**Run 1: met4 routing**

Drawn at 4 px/um.
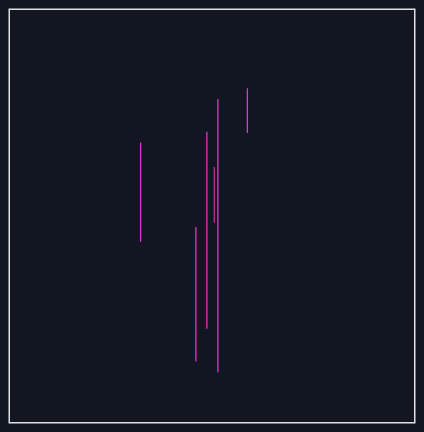
**Run 1: cell area per tile**

Drawn at 3 px/um. The die is cut into 10 by 10 equal tiles; white is low, dark blue is high, 0 to 100% covered.
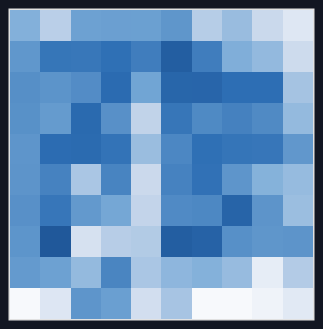
**Run 1: track usage over the die**

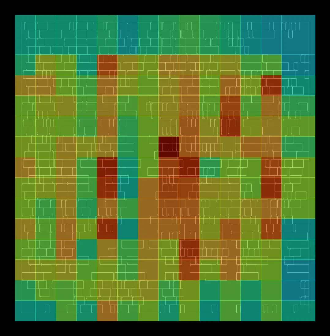
<file path="src/rtl/regfile_wb_sched_if.sv">
// Writeback scheduler bundle: decode-side issue/source lookup, the two writeback
// requesters (valid/ready) and the registered regfile write port.
interface regfile_wb_sched_if #(
    parameter int WIDTH      = 32,
    parameter int REG_COUNT  = 32,
    parameter int ADDR_WIDTH = $clog2(REG_COUNT)
);
    logic                  issue_en;
    logic [ADDR_WIDTH-1:0] issue_addr;
    logic [ADDR_WIDTH-1:0] rs1_addr;
    logic [ADDR_WIDTH-1:0] rs2_addr;
    logic                  rs1_busy;
    logic                  rs2_busy;
    logic                  rs1_fwd;
    logic                  rs2_fwd;
    logic [WIDTH-1:0]      fwd_data;

    // Handshake: a transfer happens in a cycle where x_valid and x_ready are both
    // high. ready depends on valid (arbitration), never the other way round.
    logic                  a_valid;
    logic                  a_ready;
    logic [ADDR_WIDTH-1:0] a_addr;
    logic [WIDTH-1:0]      a_data;
    logic                  b_valid;
    logic                  b_ready;
    logic [ADDR_WIDTH-1:0] b_addr;
    logic [WIDTH-1:0]      b_data;

    logic                  dest_en;
    logic [ADDR_WIDTH-1:0] dest_addr;
    logic [WIDTH-1:0]      dest_data;

    modport slave (
        input  issue_en, issue_addr, rs1_addr, rs2_addr,
        output rs1_busy, rs2_busy, rs1_fwd, rs2_fwd, fwd_data,
        input  a_valid, a_addr, a_data, b_valid, b_addr, b_data,
        output a_ready, b_ready,
        output dest_en, dest_addr, dest_data
    );

    modport master (
        output issue_en, issue_addr, rs1_addr, rs2_addr,
        input  rs1_busy, rs2_busy, rs1_fwd, rs2_fwd, fwd_data,
        output a_valid, a_addr, a_data, b_valid, b_addr, b_data,
        input  a_ready, b_ready,
        input  dest_en, dest_addr, dest_data
    );
endinterface

</file>
<file path="src/rtl/regfile_wb_sched.sv">
// Round-robin writeback arbiter for the regfile write port plus pending-write scoreboard.
// Define REGFILE_WB_SCHED_BYPASS_EN to forward the committing value to decode sources.
module regfile_wb_sched #(
    parameter int WIDTH      = 32,
    parameter int REG_COUNT  = 32,
    parameter int ADDR_WIDTH = $clog2(REG_COUNT)
) (
    input logic                clk,
    input logic                rst,
    regfile_wb_sched_if.slave  wb
);
    logic [REG_COUNT-1:0]  busy_q, busy_d;
    logic                  last_grant_b_q, last_grant_b_d;
    logic                  dest_en_q, dest_en_d;
    logic [ADDR_WIDTH-1:0] dest_addr_q, dest_addr_d;
    logic [WIDTH-1:0]      dest_data_q, dest_data_d;
    logic                  grant_a, grant_b;

    // On a tie the side not granted last wins; no grants at all while in reset.
    always_comb begin
        grant_a = 1'b0;
        grant_b = 1'b0;
        if (!rst) begin
            if (wb.a_valid && wb.b_valid) begin
                grant_a = last_grant_b_q;
                grant_b = !last_grant_b_q;
            end else begin
                grant_a = wb.a_valid;
                grant_b = wb.b_valid;
            end
        end
    end

    assign wb.a_ready = grant_a;
    assign wb.b_ready = grant_b;

    always_comb begin
        last_grant_b_d = last_grant_b_q;
        dest_en_d      = 1'b0;
        dest_addr_d    = dest_addr_q;
        dest_data_d    = dest_data_q;
        if (grant_a) begin
            last_grant_b_d = 1'b0;
            dest_en_d      = (wb.a_addr != '0);
            dest_addr_d    = wb.a_addr;
            dest_data_d    = wb.a_data;
        end else if (grant_b) begin
            last_grant_b_d = 1'b1;
            dest_en_d      = (wb.b_addr != '0);
            dest_addr_d    = wb.b_addr;
            dest_data_d    = wb.b_data;
        end

        // Clear before set so a same-cycle reissue of the committing register stays pending.
        busy_d = busy_q;
        if (dest_en_q) busy_d[dest_addr_q] = 1'b0;
        if (wb.issue_en) busy_d[wb.issue_addr] = 1'b1;
        busy_d[0] = 1'b0;
    end

    always_ff @(posedge clk) begin
        if (rst) begin
            busy_q         <= '0;
            last_grant_b_q <= 1'b1;
            dest_en_q      <= 1'b0;
            dest_addr_q    <= '0;
            dest_data_q    <= '0;
        end else begin
            busy_q         <= busy_d;
            last_grant_b_q <= last_grant_b_d;
            dest_en_q      <= dest_en_d;
            dest_addr_q    <= dest_addr_d;
            dest_data_q    <= dest_data_d;
        end
    end

    assign wb.dest_en   = dest_en_q;
    assign wb.dest_addr = dest_addr_q;
    assign wb.dest_data = dest_data_q;

`ifdef REGFILE_WB_SCHED_BYPASS_EN
    logic rs1_hit, rs2_hit;

    // dest_en never fires for x0, so a hit already implies a nonzero source.
    assign rs1_hit     = dest_en_q && (dest_addr_q == wb.rs1_addr);
    assign rs2_hit     = dest_en_q && (dest_addr_q == wb.rs2_addr);
    assign wb.rs1_busy = busy_q[wb.rs1_addr] && !rs1_hit;
    assign wb.rs2_busy = busy_q[wb.rs2_addr] && !rs2_hit;
    assign wb.rs1_fwd  = rs1_hit;
    assign wb.rs2_fwd  = rs2_hit;
    assign wb.fwd_data = dest_data_q;
`else
    assign wb.rs1_busy = busy_q[wb.rs1_addr];
    assign wb.rs2_busy = busy_q[wb.rs2_addr];
    assign wb.rs1_fwd  = 1'b0;
    assign wb.rs2_fwd  = 1'b0;
    assign wb.fwd_data = '0;
`endif
endmodule
</file>
<file path="src/flat_wrapper.sv">
// flat-port wrapper written by rule: the top's interface ports become plain ports
module regfile_wb_sched_flat 
#(
    parameter int WIDTH      = 32,
    parameter int REG_COUNT  = 32,
    parameter int ADDR_WIDTH = $clog2(REG_COUNT)
)
  (clk, rst, wb_issue_en, wb_issue_addr, wb_rs1_addr, wb_rs2_addr, wb_rs1_busy, wb_rs2_busy, wb_rs1_fwd, wb_rs2_fwd, wb_fwd_data, wb_a_valid, wb_a_addr, wb_a_data, wb_b_valid, wb_b_addr, wb_b_data, wb_a_ready, wb_b_ready, wb_dest_en, wb_dest_addr, wb_dest_data);
  regfile_wb_sched_if #(.WIDTH(WIDTH), .REG_COUNT(REG_COUNT), .ADDR_WIDTH(ADDR_WIDTH)) wb_i ();
  input logic clk;
  input logic rst;
  input wire logic [$bits(wb_i.issue_en)-1:0] wb_issue_en;
  input wire logic [$bits(wb_i.issue_addr)-1:0] wb_issue_addr;
  input wire logic [$bits(wb_i.rs1_addr)-1:0] wb_rs1_addr;
  input wire logic [$bits(wb_i.rs2_addr)-1:0] wb_rs2_addr;
  output wire logic [$bits(wb_i.rs1_busy)-1:0] wb_rs1_busy;
  output wire logic [$bits(wb_i.rs2_busy)-1:0] wb_rs2_busy;
  output wire logic [$bits(wb_i.rs1_fwd)-1:0] wb_rs1_fwd;
  output wire logic [$bits(wb_i.rs2_fwd)-1:0] wb_rs2_fwd;
  output wire logic [$bits(wb_i.fwd_data)-1:0] wb_fwd_data;
  input wire logic [$bits(wb_i.a_valid)-1:0] wb_a_valid;
  input wire logic [$bits(wb_i.a_addr)-1:0] wb_a_addr;
  input wire logic [$bits(wb_i.a_data)-1:0] wb_a_data;
  input wire logic [$bits(wb_i.b_valid)-1:0] wb_b_valid;
  input wire logic [$bits(wb_i.b_addr)-1:0] wb_b_addr;
  input wire logic [$bits(wb_i.b_data)-1:0] wb_b_data;
  output wire logic [$bits(wb_i.a_ready)-1:0] wb_a_ready;
  output wire logic [$bits(wb_i.b_ready)-1:0] wb_b_ready;
  output wire logic [$bits(wb_i.dest_en)-1:0] wb_dest_en;
  output wire logic [$bits(wb_i.dest_addr)-1:0] wb_dest_addr;
  output wire logic [$bits(wb_i.dest_data)-1:0] wb_dest_data;
  assign wb_i.issue_en = wb_issue_en;
  assign wb_i.issue_addr = wb_issue_addr;
  assign wb_i.rs1_addr = wb_rs1_addr;
  assign wb_i.rs2_addr = wb_rs2_addr;
  assign wb_rs1_busy = wb_i.rs1_busy;
  assign wb_rs2_busy = wb_i.rs2_busy;
  assign wb_rs1_fwd = wb_i.rs1_fwd;
  assign wb_rs2_fwd = wb_i.rs2_fwd;
  assign wb_fwd_data = wb_i.fwd_data;
  assign wb_i.a_valid = wb_a_valid;
  assign wb_i.a_addr = wb_a_addr;
  assign wb_i.a_data = wb_a_data;
  assign wb_i.b_valid = wb_b_valid;
  assign wb_i.b_addr = wb_b_addr;
  assign wb_i.b_data = wb_b_data;
  assign wb_a_ready = wb_i.a_ready;
  assign wb_b_ready = wb_i.b_ready;
  assign wb_dest_en = wb_i.dest_en;
  assign wb_dest_addr = wb_i.dest_addr;
  assign wb_dest_data = wb_i.dest_data;
  regfile_wb_sched #(.WIDTH(WIDTH), .REG_COUNT(REG_COUNT), .ADDR_WIDTH(ADDR_WIDTH)) u_core (.clk(clk), .rst(rst), .wb(wb_i));
endmodule
</file>
<file path="config.mk">
export PLATFORM = sky130hd
export DESIGN_NAME = regfile_wb_sched_flat
export DESIGN_NICKNAME = d
export VERILOG_FILES = /design/src/rtl/regfile_wb_sched_if.sv /design/src/rtl/regfile_wb_sched.sv /design/src/flat_wrapper.sv
export SDC_FILE = /design/constraint.sdc
export NUM_CORES = 1
export LEC_CHECK = 0
export CAP_MARGIN = 40
export CORE_AREA = 2 2 99 101
export DETAILED_ROUTE_END_ITERATION = 16
export DIE_AREA = 0 0 101 103
export PLACE_DENSITY_LB_ADDON = 0.2
export SYNTH_ARGS = -nofsm -noshare
export SYNTH_HDL_FRONTEND = slang
export SYNTH_SLANG_ARGS = --single-unit
</file>
<file path="constraint.sdc">
create_clock -name clk -period 2.05 [get_ports clk]
set_clock_uncertainty 0.05 [all_clocks]
set_input_delay 0.41 -clock clk [delete_from_list [all_inputs] [get_ports clk]]
set_output_delay 0.41 -clock clk [all_outputs]
set_load 0.02 [all_outputs]
</file>
==> flow_metrics.tcl, run 1 <==
# flow metrics
set metrics [dict create \
    status "complete, but fails checks" \
    violations "setup timing" \
    n_all_buffers 168 \
    dr.pass1.iters 4 \
    setup-violations-final 2 \
    flop_area_mm2 0.00141 \
    ir_worst_vdd_mv 0.434 \
    worst-path-buf-inv 1 \
    synth.avg_cell_area_um2 8.58 \
    buf_share 0.299 \
    finalPower_w 0.00358 \
    mi_logic_area_mm2 0.00212 \
    rsz0062_at_grt "yes" \
    die_y_um 103 \
    ys_cells 442 \
    slew_headroom 0.423 \
    vias 3739 \
    layout_top_cells "clkdlybuf4s50_1 (122), dfxtp_1 (62), nand2_1 (54)" \
    seq_share 0.253 \
    synth_cells 442 \
    drv_cap 0 \
    core_area_mm2 0.00946 \
    antenna_cells 0 \
    finalClockPeriodUsage 1.05 \
    ff2ff_path_depth 6 \
    yosys-stat-area_mm2 0.00379 \
    r2r_start "u_core.last_grant_b_q$_SDFFE_PP1P_" \
    io_pins 170 \
    clock_path_buffers 2 \
    synth.top_cell.area_share 0.369 \
    cp-endpoint "wb_rs1_busy" \
    maxSlewViolCount 0 \
    synth_seq_share 0.369 \
    ctsResizeCount 29 \
    tool_warnings 28 \
    setup_ws_ns -0.100 \
    synth.distinct_cells 43 \
    min_to "u_core.wb.dest_data[28]$_SDFFE_PP0P_" \
    fmax_mhz 465 \
    syn-cell-area_mm2 0.00379 \
    grt_pass1_wl_mm 17.1 \
]
Back to the opening pictures, 'met4 routing':
The layer holds 1.8% of the routed length. The longest straight run is 68.0 um. 4 nets have wire on it. The wires run mostly vertical. The layer carries 199 um of wire.

Back to the opening pictures, 'cell area per tile':
The mean over all tiles is 52%. 13% of the tiles are over 75% full. The fullest tile reaches 84%.

Back to the opening pictures, 'track usage over the die':
Global Route Usage Sum: 0.209
met1 Use GR: 0.252

[run 1: stage by stage]
stage	TNS [ns]	hold WS (ns)	setup slack, ns
after floorplan	0	0.401	0.127
after global placement	-2.30	0.393	-0.883
after detailed placement	-2.64	0.398	-0.917
after CTS	-0.207	0.409	-0.132
after global routing	-0.303	0.424	-0.196
final	-0.146	0.407	-0.100
[run 1: kinds of logic after synthesis]
group,after synthesis,share of synthesized area
buf+inv,65,0.115
other cells,1,0.000988
compound gates,138,0.226
flops,70,0.369
simple gates,128,0.163
mux,40,0.125
[run 1: power by group]
part           internal [W]  leakage [nW]  switching [W]
logic              0.000449          1.50       0.000421
clock network      0.000686         0.102       0.000545
registers           0.00143         0.578      0.0000492
total               0.00257          2.17        0.00102
## Run 2: what changed since run 1
GPL_TIMING_DRIVEN = 0   (was not set)
**Run 2: track usage over the die**

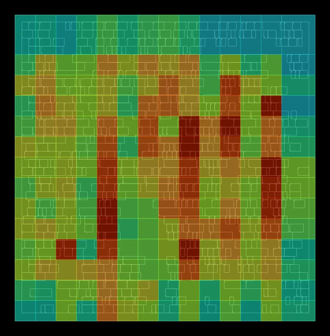
routing usage on met3: 0.0624
GR peak layer: met2
grt met2 use: 0.394
Global Route Usage Sum: 0.216

==> flow_metrics.tcl, run 2 <==
# flow metrics
set metrics [dict create \
    synth_cells 442 \
    r2r_start "u_core.last_grant_b_q$_SDFFE_PP1P_" \
    die_y_um 103 \
    synth.avg_cell_area_um2 8.58 \
    ir_worst_vdd_mv 0.366 \
    cp_cell_sequence "mux4_2 > nand2b_4 > o211ai_1 > nand4_1 > buf_4" \
    dr.pass1.iters 4 \
    synth.distinct_cells 43 \
    pg_seq_w 0.00148 \
    rsz0062_at_grt "yes" \
    fmax_mhz 457 \
    ys_cells 442 \
    drv_cap 0 \
    clock_path_buffers 2 \
    violations "setup timing" \
    finalPower_w 0.00371 \
    tns_ns -0.212 \
    comb_power_w 0.000889 \
    switching_share 0.279 \
    mi_logic_area_mm2 0.00211 \
    crit_slowest_cell "mux4_2" \
    fin_cells 739 \
    tool_warnings 28 \
    p_sw_w 0.00103 \
    setup-violations-final 2 \
    syn-cell-area_mm2 0.00379 \
    n_all_buffers 196 \
    globalRouteMet1Util 0.243 \
    final_common_cell "clkdlybuf4s50_1" \
    seqPwrFrac 0.398 \
    seq_share 0.247 \
    antenna_cells 0 \
    clock_power_w 0.00134 \
    power.internal_w 0.00268 \
    setup_ws_ns -0.136 \
    yosys-stat-area_mm2 0.00379 \
    io_pins 170 \
    core_area_mm2 0.00946 \
    layout_top_cells "clkdlybuf4s50_1 (121), dfxtp_1 (68), nand2_1 (53)" \
    finalClockPeriodUsage 1.07 \
    synthMostInstantiatedCell "dfxtp_1" \
    pwr-share-clk 0.362 \
    ctsResizeCount 33 \
    timing.hold.ws_ns 0.410 \
    status "complete, but fails checks" \
    vias 3831 \
    buf_share 0.311 \
    worst-path-buf-inv 1 \
    slew_headroom 0.392 \
    power_frac_comb 0.240 \
]
**Run 2: floorplan with the power grid**

Drawn at 4 px/um. Pins as bars on the die edge.
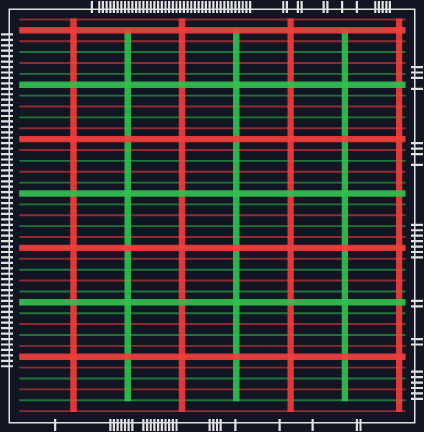
Key: red = VSS; green = VDD
170 signal pins sit on the boundary. 7 straps on met5. 37 met1 rails follow the rows. 7 straps on met4.

run 2: cell counts after synthesis:
No cell type changed its count.
run 2: kinds of logic (layout without fill, tap and decap cells):
kind of cell    count (synthesis)  count (layout)  synth area share
compound gates                138             138             0.226
simple gates                  128             128             0.163
flops                          70              70             0.369
buf+inv                        65             215             0.115
mux                            40              40             0.125
other cells                     1              34          0.000988
run 2: final timing paths:
check | endpoint | slack (ns) | depth (start not counted)
min reg2reg | u_core.wb.dest_data[28]$_SDFFE_PP0P_ | 0.41 | 2
max reg2reg | u_core.wb.dest_data[3]$_SDFFE_PP0P_ | 0.56 | 6
min | u_core.wb.dest_data[28]$_SDFFE_PP0P_ | 0.41 | 2
max | wb_rs2_busy | -0.14 | 5
## Run 3: what changed since run 2
PLACE_DENSITY_LB_ADDON = 0.12   (was 0.2)
**Run 3: floorplan with the power grid**

Drawn at 4 px/um. Pins as bars on the die edge.
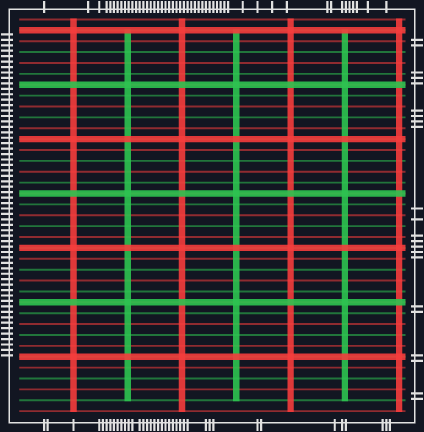
Key: red = VSS; green = VDD
7 straps on met4. 37 met1 rails follow the rows.

==> flow_metrics.tcl, run 3 <==
# flow metrics
set metrics [dict create \
    status "complete, but fails checks" \
    violations "setup timing" \
    xor_area_frac 0 \
    timing.hold.ws_ns 0.414 \
    adder_share 0 \
    synth_cells 442 \
    cp-endpoint "wb_rs1_busy" \
    setup-violations-final 2 \
    tool_warnings 28 \
    worstHoldPathCells 2 \
    layout_top_cells "clkdlybuf4s50_1 (121), dfxtp_1 (68), nand2_1 (53)" \
    setup_ws_ns -0.0798 \
    dr.pass1.iters 4 \
    ys_cells 442 \
    top_logic_kind "AND-OR/OR-AND gates" \
    simple_gate_area_frac 0.163 \
    use_met2 0.391 \
    synth.avg_cell_area_um2 8.58 \
    gr-usage-met3 0.0685 \
    mi_logic_area_mm2 0.00212 \
]
**Run 3: cell area per tile**

Drawn at 3 px/um. The die is cut into 10 by 10 equal tiles; white is low, dark blue is high, 0 to 100% covered.
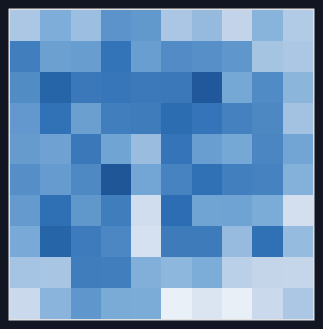
6.0% of the tiles are over 75% full. The fullest tile reaches 85%. The mean over all tiles is 53%. The emptiest ninth of the die: south-east.

==> run 3: cell types whose count changed in the layout (fill, tap and decap cells not counted), sizes merged <==
cell,change
clkbuf,-3
clkinv,+3
bufinv,+1
clkinvlp,-1
==> run 3: worst max-delay path, stage by stage (launching register included) <==
cell and delay (ns):
dfxtp_2 0.33, mux4_2 0.48, nand2b_4 0.15, o211ai_1 0.09, nand4_1 0.11, buf_4 0.17
==> run 3: routing by layer <==
metal  vias to the layer above  routed length, um
met3                        12                835
met5                         -                  0
met4                         0                178
met1                      1795               4630
li1                       1884                  -
met2                       138               5810
==> run 3: power breakdown <==
group	leakage (nW)	total, W	switching (W)	internal (W)
sequential	0.575	0.00147	0.0000427	0.00143
combinational	1.58	0.000894	0.000437	0.000458
clock	0.124	0.00137	0.000555	0.000815

## Gallery

Clock distribution.
Drawn at 6 px/um.
panel A
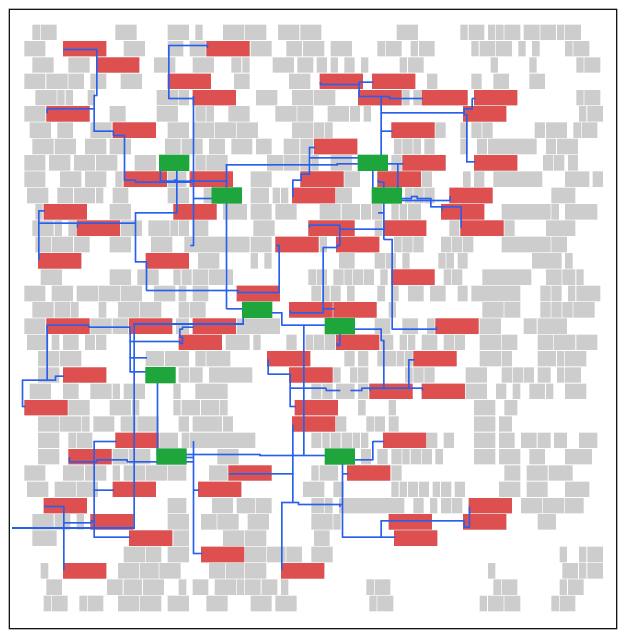
panel B
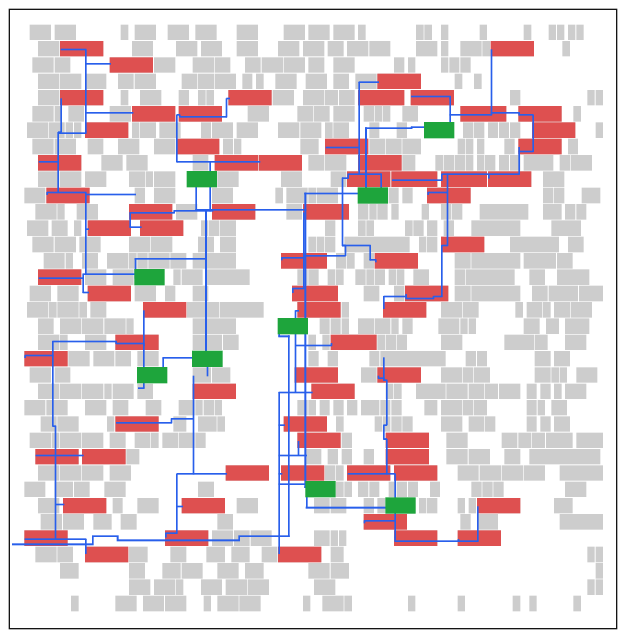
| from | picture |
|---|---|
| run 3 | panel A |
| run 1 | panel B |

Key to panel A:
Key: green = clock-net drivers [count 9]; blue = clock wires [length 943 um]; red = flip-flops [count 70]
There are 10 routed clock nets.

Power and IR drop assume default switching activity.
